$ cat config.mk
export PLATFORM = sky130hd
export DESIGN_NAME = byte_serial_add_seq
export DESIGN_NICKNAME = d
export VERILOG_FILES = /design/src/rtl/byte_serial_add_seq.sv
export SDC_FILE = /design/constraint.sdc
export NUM_CORES = 1
export LEC_CHECK = 0
export CORE_UTILIZATION = 40
export DETAILED_ROUTE_END_ITERATION = 16
export PLACE_DENSITY_LB_ADDON = 0.15
export SETUP_SLACK_MARGIN = 0.05
export SLEW_MARGIN = 10
export SYNTH_ARGS = -nofsm -noshare
export SYNTH_HDL_FRONTEND = slang
export SYNTH_SLANG_ARGS = --single-unit
$ cat constraint.sdc
create_clock -name clk -period 5.75 [get_ports clk]
set_input_delay 1.725 -clock clk [delete_from_list [all_inputs] [get_ports clk]]
set_output_delay 1.725 -clock clk [all_outputs]
set_load 0.005 [all_outputs]
$ cat src/rtl/byte_serial_add_seq.sv
// Byte-serial N-byte adder sequencer: feeds an external 8-bit adder LSB-first,
// chains its carry-out back in, and returns the (W+1)-bit sum over valid/ready.
module byte_serial_add_seq #(
   parameter  int NBYTES = 4,
   localparam int W      = 8 * NBYTES
) (
   input  logic         clk,
   input  logic         rst,
   input  logic         in_valid,
   output logic         in_ready,
   input  logic [W-1:0] op_a,
   input  logic [W-1:0] op_b,
   input  logic         cin_in,
   output logic [7:0]   add_a,
   output logic [7:0]   add_b,
   output logic         add_cin,
   input  logic [8:0]   add_s,
   output logic         out_valid,
   input  logic         out_ready,
   output logic [W:0]   sum,
   output logic         busy,
   output logic [1:0]   dbg_state
);

   // Handshake: a transfer happens on a rising edge where valid && ready are both
   // high. in_ready is high only in IDLE; out_valid only in DONE, and sum is held
   // stable until out_ready is seen. The two sides never overlap in one cycle.

   typedef enum logic [1:0] {
      S_IDLE = 2'd0,
      S_RUN  = 2'd1,
      S_DONE = 2'd2
   } state_t;

   localparam int              IW   = (NBYTES > 1) ? $clog2(NBYTES) : 1;
   localparam logic [IW-1:0]   LAST = IW'(NBYTES - 1);

   state_t          r_state;
   state_t          w_next;
   logic [IW-1:0]   r_idx;
   logic            r_carry;
   logic [W-1:0]    r_a;
   logic [W-1:0]    r_b;
   logic [W:0]      r_sum;
   logic            w_last;

   assign w_last    = (r_idx == LAST);
   assign sum       = r_sum;
   assign dbg_state = r_state;

   always_ff @(posedge clk) begin
      if (rst) r_state <= S_IDLE;
      else     r_state <= w_next;
   end

   always_comb begin
      w_next    = r_state;
      in_ready  = 1'b0;
      out_valid = 1'b0;
      busy      = 1'b0;
      add_a     = 8'd0;
      add_b     = 8'd0;
      add_cin   = 1'b0;
      case (r_state)
         S_IDLE: begin
            in_ready = 1'b1;
            if (in_valid) w_next = S_RUN;
         end
         S_RUN: begin
            busy    = 1'b1;
            add_a   = r_a[8*r_idx +: 8];
            add_b   = r_b[8*r_idx +: 8];
            add_cin = r_carry;
            if (w_last) w_next = S_DONE;
         end
         S_DONE: begin
            busy      = 1'b1;
            out_valid = 1'b1;
            if (out_ready) w_next = S_IDLE;
         end
         default: w_next = S_IDLE;
      endcase
   end

   // Index wraps to 0 on the last byte so it never exceeds NBYTES-1.
   always_ff @(posedge clk) begin
      if (rst) begin
         r_idx   <= '0;
         r_carry <= 1'b0;
         r_a     <= '0;
         r_b     <= '0;
         r_sum   <= '0;
      end else begin
         case (r_state)
            S_IDLE: begin
               if (in_valid) begin
                  r_a     <= op_a;
                  r_b     <= op_b;
                  r_carry <= cin_in;
                  r_idx   <= '0;
               end
            end
            S_RUN: begin
               r_sum[8*r_idx +: 8] <= add_s[7:0];
               r_carry             <= add_s[8];
               if (w_last) begin
                  r_sum[W] <= add_s[8];
                  r_idx    <= '0;
               end else begin
                  r_idx <= r_idx + 1'b1;
               end
            end
            default: ;
         endcase
      end
   end

endmodule

==> qor.tcl <==
set qor(outcome) {complete, no violations}
set qor(die_x_um) 105.8
set qor(final.period_utilization_pct) 72.35
set qor(largest_register_ff_count) 33
set qor(mi_logic_area_um2) 2073
set qor(post-route-min-period_ps) 4160
set qor(routedLengthMet1_um) 4743
set qor(pwr.group.combinational_mw) 0.592
set qor(path_class) {reg -> out}
set qor(max_cap_viol_count) 0
set qor(simple_gate_share_pct) 24.03
set qor(final.signal_inverter_count) 4
set qor(gr-usage-met3_pct) 4.391
set qor(layout-drive-gt1-share_pct) 5.892
set qor(post_cts.repair.setup_buffers) 0
set qor(proportion_of_power_drawn_by_the_clock_network_pct) 24.9
set qor(floorplan.die_area_um2) 11190
set qor(area_dominant_class) {logic gates}
set qor(tool_warnings) 35
set qor(cellPowerDensity_nw_per_um2) 333.9
set qor(mappedNetlistNets) 590
set qor(max_h_tree_level) 3
set qor(buf_inv_stages_crit_path) 1
set qor(xor_share_pct) 0
set qor(first_pass_grt_wire_length_um) 17860
set qor(hp-start) {sum[14]}
set qor(first_iter_violations) 162
set qor(netlist-cell-type-count) 28
set qor(intPower_mw) 1.332
set qor(synthesis.area_um2) 4310
set qor(detailed_place.area_um2) 5628
set qor(crit_end) {add_b[5]}
set qor(post-route-worst-setup-slack_ps) 1590
set qor(worst_min_delay_path_category) {reg -> reg}
set qor(clk_pwr_mw) 0.485
set qor(compound_area_share_pct) 12.83
set qor(synth.area.top_cells) {dfxtp_1 47%, nand2_1 14%, a21oi_1 10%}
set qor(power.total_mw) 1.949
set qor(num_io_pins) 133
set qor(crit_path_start_kind) {flop}
set qor(critical-path-top-delay-family) {flip-flops}
set qor(synth_largest_type_area_fraction_pct) 47.37
set qor(synth-seq-area-share_pct) 47.37
set qor(timing.rr.end) {sum[17]}
set qor(globalplace.congestion) 0.7619
set qor(grt_setup_unrepaired) {no}
set qor(initial_antenna_violation_count) 0
Routing congestion map:
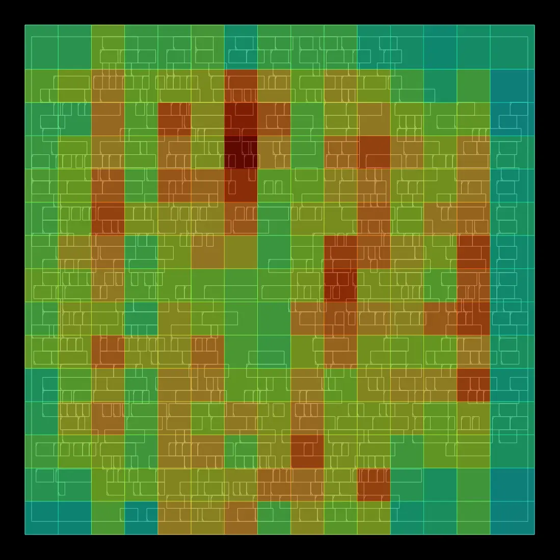
overall fraction of global-route tracks in use: 19.96%
per-cell routed wire length: 14.59 µm
Final Util: 56.30%

Sequential cells grouped by signal name:
Drawn at 4 px/µm. Other sequential cells in the stronger gray, the rest of the logic in the fainter gray.
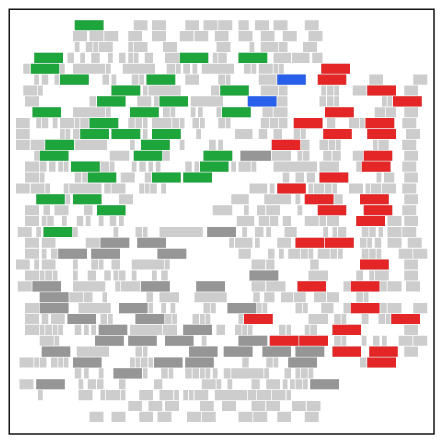
dbg_state: marked blue, flops 2. r_a: marked green, flops 32. sum: marked red, flops 33.
Another 35 sequential cells are not colored.
sequential portion of the cell area: 35.00%
Sequential Power: 0.871 mW

Signal wires on met1:
Drawn at 2 px/µm.
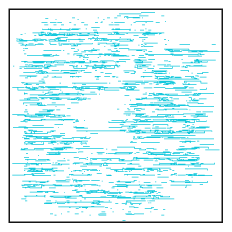
604 nets have wire on it. The layer carries 4740 µm of wire. The longest straight run is 28.1 µm. The wires run mostly horizontal. The layer holds 44% of the routed length.
met1 Resource Use GR: 26.00%
Routed WL: 10900 µm
via count: 3811

Logic cells by family:
Drawn at 2 px/µm.
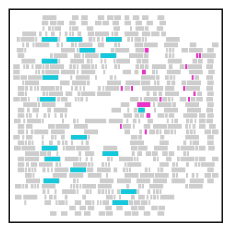
multiplexers: marked cyan, cells 17, most used mux4_2. NOR gates: marked magenta, cells 16, most used nor2_1.
combinational share of cell area: 35.51%
final non-filler cell total: 747

Power is estimated from default activity; no workload was simulated.
